Design nibble_mul_seq, sky130hd; sources not shown.
Run 1, placed cells, one colour a class:
Scale: 4 px per micron. Fill, decap, tap and diode cells in grey.
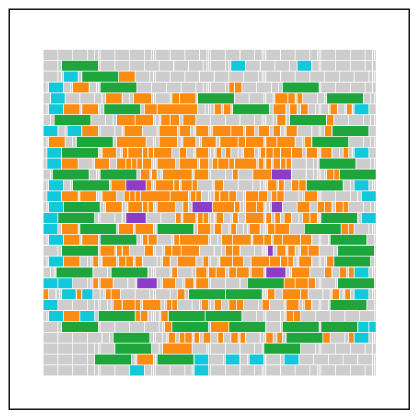
| colour | class | cells |
|---|---|---|
| purple | clock drivers and dummy loads | 8 |
| cyan | other buffers and delay cells | 40 |
| green | flip-flops | 52 |
| orange | all other logic | 272 |
Post-Layout Inst Area: 3850 sq um
row count: 30
utilization after layout: 56.6%
placeable core area: 6790 sq um
sequential share of cell area: 33.8%

Run 1, zoomed window:
Window x 37 to 62, y 37 to 62 microns. Cells in grey, sequential cells in the stronger grey; small squares are vias.
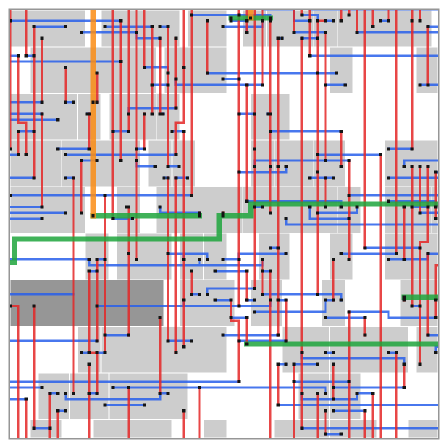
| colour | layer |
|---|---|
| red | met2 |
| green | met3 |
| blue | met1 |
| orange | met4 |
sequential cells in the window: 1
cells with their middle in the window: 49
most frequent: nor2_1 (8), ha_1 (8), inv_1 (6)

Run 1, clock distribution:
Scale: 6 px per micron.
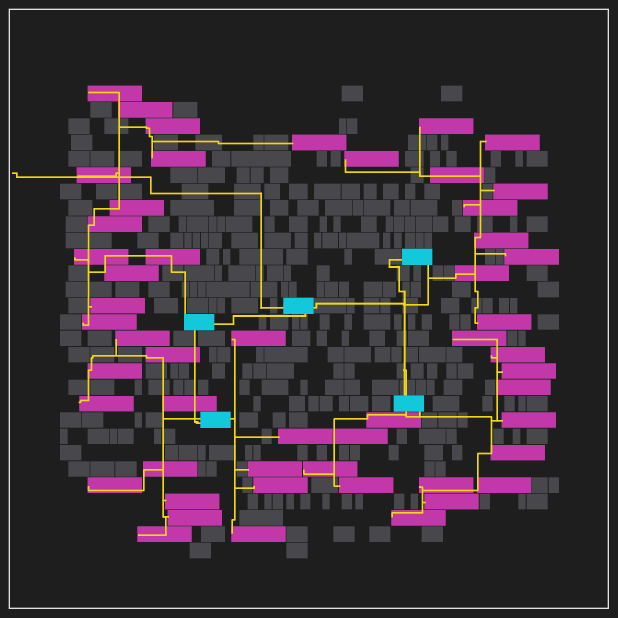
[yellow] clock wires | length: 638 microns
[cyan] cells driving clock nets | count: 5
[magenta] flip-flops | count: 52
routed clock nets: 6
insertion delay to the later sink of the worst-skew pair: 0.31 ns

==> Implementation_results.wiki <==
== Implementation results ==
{| class="wikitable"
! Metric !! Value
|-
| Total inserted antenna cells || 0
|-
| Count of unresolved DRC violations after routing || 0
|-
| Total standard cell area after synthesis || ~3300 sq um
|-
| Portion of the clock cycle consumed by the worst path in the final layout || between 40% and 50%
|-
| Count of antenna-violating nets left after detailed routing || 0
|-
| Worst reg2reg setup slack || between 7 and 8 ns
|-
| Fraction of met1 tracks used by global routing || about 18%
|-
| CTS Buf Count || 5
|-
| Result of the run || finished clean
|-
| Total met3 wirelength after detailed routing || roughly 380 microns
|-
| Top cells by area || dfrtp_1 (40%), ha_1 (11%), mux2_2 (5.8%)
|-
| Post-detail-place hpwl || between 5000 and 6000 microns
|-
| Met3 Usage GRT || 3.56%
|-
| Maximum root-to-sink buffer count || 2
|-
| Via count || ~2500
|-
| Wire length on met2 || approximately 3300 microns
|-
| Wl on met1 || around 3000 microns
|-
| Element type at the critical path end || register
|-
| Core utilization before placement || roughly half
|-
| First-pass detailed-route iteration total || 4
|-
| Top routing layer in use || met4
|-
| Post-synth top area share || between 30 and 40%
|-
| Critical-path top delay cell || dfrtp_1
|-
| Dominant synthesized flop cell || dfrtp_1
|-
| Dpl cells || ~460
|-
| FF+latch count, synth || ~52
|-
| Number of maximum-capacitance violations || 0
|-
| Area of all sequential standard cells || 1300 sq um
|-
| Floorplan net count || about 390
|-
| Cell type group with the largest total delay on the critical path || adder cells
|-
| Proportion of synthesized chip area in sequential cells || around two fifths
|-
| Number of buffers and inverters on the critical path || 3
|-
| Non-filler cells in the finished layout || between 400 and 500
|-
| Average cell area after synthesis || ~9.7 sq um
|-
| Cell breakdown of the critical path || mux2i_1, or2_2, fa_1, inv_1, fa_1, inv_1, fa_1, inv_1, a21o_1, a21oi_1, xnor2_1, mux2i_1, nor2_1, ha_1, and3_1, a21boi_1, o31a_1, a221oi_2, xor2_1, o21ai_0
|-
| Number of global-route vias before repair || about 2700
|-
| Synth-to-layout area growth || 17.1%
|-
| Layer with the highest usage after global routing || met2
|-
| Hold Fails Final Rpt || 0
|-
| Placer Congestion || around 0.93
|-
| Highest achievable clock rate || roughly 180 MHz
|-
| Setup-violating endpoint count in the final report || 0
|-
| Number of buffers added on ports || 38
|-
| Arrival time of the worst setup path || 5.59 ns
|-
| Combinational gate area || 1890 sq um
|}
-- run 1: cell usage after synthesis, types with 2 or more instances --
| cell | instances |
|---|---|
| mux2i_1 | 10 |
| xor2_1 | 7 |
| nand2b_1 | 4 |
| o21ai_1 | 3 |
| a21boi_0 | 2 |
| nor3_1 | 2 |
| o21a_1 | 2 |
| and3_1 | 3 |
| o21ai_0 | 32 |
| mux2_2 | 17 |
| inv_1 | 14 |
| nor2b_1 | 4 |
| nand2_1 | 29 |
| nor2_1 | 27 |
| or2_2 | 4 |
| o31ai_1 | 3 |
| fa_1 | 5 |
| and2_1 | 2 |
| clkbuf_1 | 12 |
| xnor2_1 | 9 |
| a31oi_1 | 2 |
| nand3_1 | 23 |
| a22o_1 | 3 |
| ha_1 | 28 |
| o211ai_1 | 2 |
| a21o_1 | 9 |
| dfrtp_1 | 52 |
| a21oi_1 | 12 |
-- run 1: placed cells by master (no fill, tap or decap), drive strengths merged, types with 9 or more instances in the layout --
| master | netlist | routed |
|---|---|---|
| a21o | 9 | 9 |
| mux2i | 10 | 10 |
| o21ai | 35 | 35 |
| xnor2 | 9 | 9 |
| nor2 | 27 | 27 |
| mux2 | 17 | 17 |
| nand3 | 23 | 23 |
| dfrtp | 52 | 52 |
| inv | 14 | 14 |
| clkdlybuf4s50 | 0 | 37 |
| nand2 | 29 | 29 |
| a21oi | 12 | 12 |
| ha | 28 | 28 |
-- run 1: per-stage QoR --
| step | util (%) | instance area [sq um] | hold slack [ns] |
|---|---|---|---|
| floorplan | - | 3290 | 0.251 |
| global placement | 55.2 | 3750 | 0.260 |
| detailed placement | 55.2 | 3750 | 0.265 |
| CTS | 56.6 | 3850 | 0.285 |
| global route | 56.6 | 3850 | 0.300 |
| finish | 56.6 | 3850 | 0.279 |
-- run 1: worst register-to-register path, cell delays in order (launching register included) --
cell      delay, ns
dfrtp_1        0.60
mux2i_1        0.21
or2_2          0.35
fa_1           0.54
inv_1          0.05
fa_1           0.56
inv_1          0.07
fa_1           0.45
inv_1          0.09
a21o_1         0.12
a21oi_1        0.08
xnor2_1        0.20
mux2i_1        0.14
nor2_1         0.19
ha_1           0.33
and3_1         0.23
a21boi_1       0.15
o31a_1         0.34
a221oi_2       0.28
xor2_1         0.22
o21ai_0        0.10
-- run 1: final cells by class --
| class | instances | area share [%] |
|---|---|---|
| clock inverters | 1 | 0.195 |
| well taps | 96 | 3.12 |
| repair buffers | 40 | 10.1 |
| clock buffers | 7 | 2.24 |
| inverters | 14 | 1.37 |
| multi-input cells | 258 | 49.1 |
| flip-flops and latches | 52 | 33.8 |
-- run 1: kinds of logic after synthesis --
logic type,Yosys count,share of synthesized area (%)
adders and majority gates,33,13.7
buffers and inverters,27,3.08
muxes,27,8.87
AOI/OAI and AO/OA,80,16.1
and+or+nand+nor,102,14.4
xor gates and xnor gates,16,4.27
DFF,52,39.6
